Design mem_arbiter, sky130hd; sources not shown.
cell_classes.png
Fill, decap, tap and diode cells in grey.
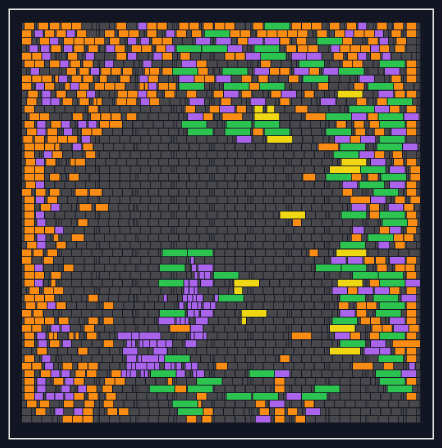
legend:
  orange:
    class: other buffers and delay cells
    cells: 411
    share_of_their_area: 48%
  yellow:
    class: clock drivers and dummy loads
    cells: 16
    share_of_their_area: 4.0%
  green:
    class: flip-flops
    cells: 78
    share_of_their_area: 23%
  purple:
    class: all other logic
    cells: 217
    share_of_their_area: 25%
core area: 0.0207 mm²
flop share of the area: 21.9%
fin util: 43.1%
# rows: 53
Final Cell Area: 0.00892 mm²

final_placement.png
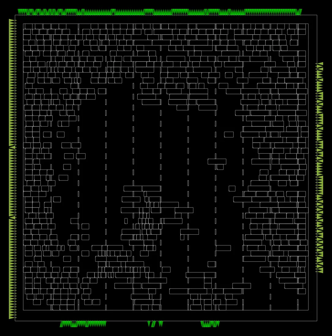
FFs & Latches: 78
filler instances: 1964
Tap Cells: 275
Cell Count, Final, Fillers Out: 998

==> out/qor.csv <==
metric,value,unit
status,finished clean,
post-route minimum period,3.14,ns
switching share of power,34.2,%
port bufs,382,
CP Launch Type,flop,
tool warnings,27,
final hold violation count,0,
Main logic family,multiplexers,
IR Drop Worst-Case VDD,0.372,mV
buffer levels on the longest clock path,2,
WS Path Type,reg2out,
GR Util met1,19.2,%
worst-path fanout max,10,
Fin Setup TNS,0,ns
Peak Freq,0.318,GHz
Post-synth EDFFs,0,
met2 GRT Util,26.6,%
# Cells Yosys,322,
HP Class,reg2reg,
Chip Width,152,µm
Ports,384,
xor/xnor share,0.406,%
hold depth,1,
CTS Hold Buffers Added,0,
Top delay family on crit path,buffers and inverters,
Late-Pin Clk Latency,0.33,ns
final period utilization,95.2,%
Most common cell on crit path,buf_2,
fp_density,20.9,%
most common logic cell in the routed design,clkdlybuf4s50_1,
Synth Seq Share,45.2,%
Final Slew Violations,0,
ANT nets after route,0,
vias in the first global route,4517,
GR Layer Usage met3,7.66,%
NumNets Final,952,
total CTS buffers,9,
-- Yosys cell counts, drive strengths merged (3+ instances only) --
library cell | instances | area share, %
a21oi | 6 | 0.78
a22o | 81 | 16
buf | 20 | 4.6
clkbuf | 7 | 0.61
dfrtp | 78 | 45
inv | 6 | 0.52
mux2 | 64 | 22
nand2 | 4 | 0.35
nor2 | 14 | 1.4
nor3 | 6 | 0.70
o21ai | 3 | 0.35
-- per-layer routing --
layer	part of all wire [%]	vias up
li1	-	2025
met1	39	2063
met2	46	247
met3	11	34
met4	3.5	0
met5	0	-
-- metrics by stage --
step,hold WS [ns],setup WS (ns),total power (µW)
global route,0.505,0.0243,8460
floorplan,0.513,0.645,4260
global placement,0.460,-0.828,6890
CTS,0.493,0.0101,8160
detailed placement,0.477,0.0741,6940
finish,0.487,0.158,8040
-- worst reg2reg max path: stages, from the launching register on --
cell      delay, ns
dfrtp_1        0.41
inv_1          0.09
ha_1           0.21
o211ai_2       0.18
nor2_4         0.08
nor4_1         0.41
o31ai_4        0.18
nor3_1         0.23
-- what timing repair did --
item	in CTS	in global routing
pin swaps	1	0
resized	4	13
setup endpoints to repair	79	28
cloned	0	0
setup buffers	2	0
-- final cells by class --
cell class,count,area (µm²)
fill,1964,11800
timing repair buffer,385,3900
multi-input combinational,211,2130
sequential,78,1950
tap,275,344
buffer,26,228
clock buffer,9,225
clock inverter,7,120
inverter,6,25.0
antenna,1,2.50
-- power by group through the flow --
stage | sequential (µW) | clock, µW | combinational (µW)
final | 1650 | 1140 | 5250
after floorplan | 1840 | 0 | 2430
after global routing | 1700 | 1230 | 5540
after global placement | 1640 | 0 | 5250
after CTS | 1650 | 1180 | 5330
after detailed placement | 1660 | 0 | 5280
Power and IR drop assume default switching activity.
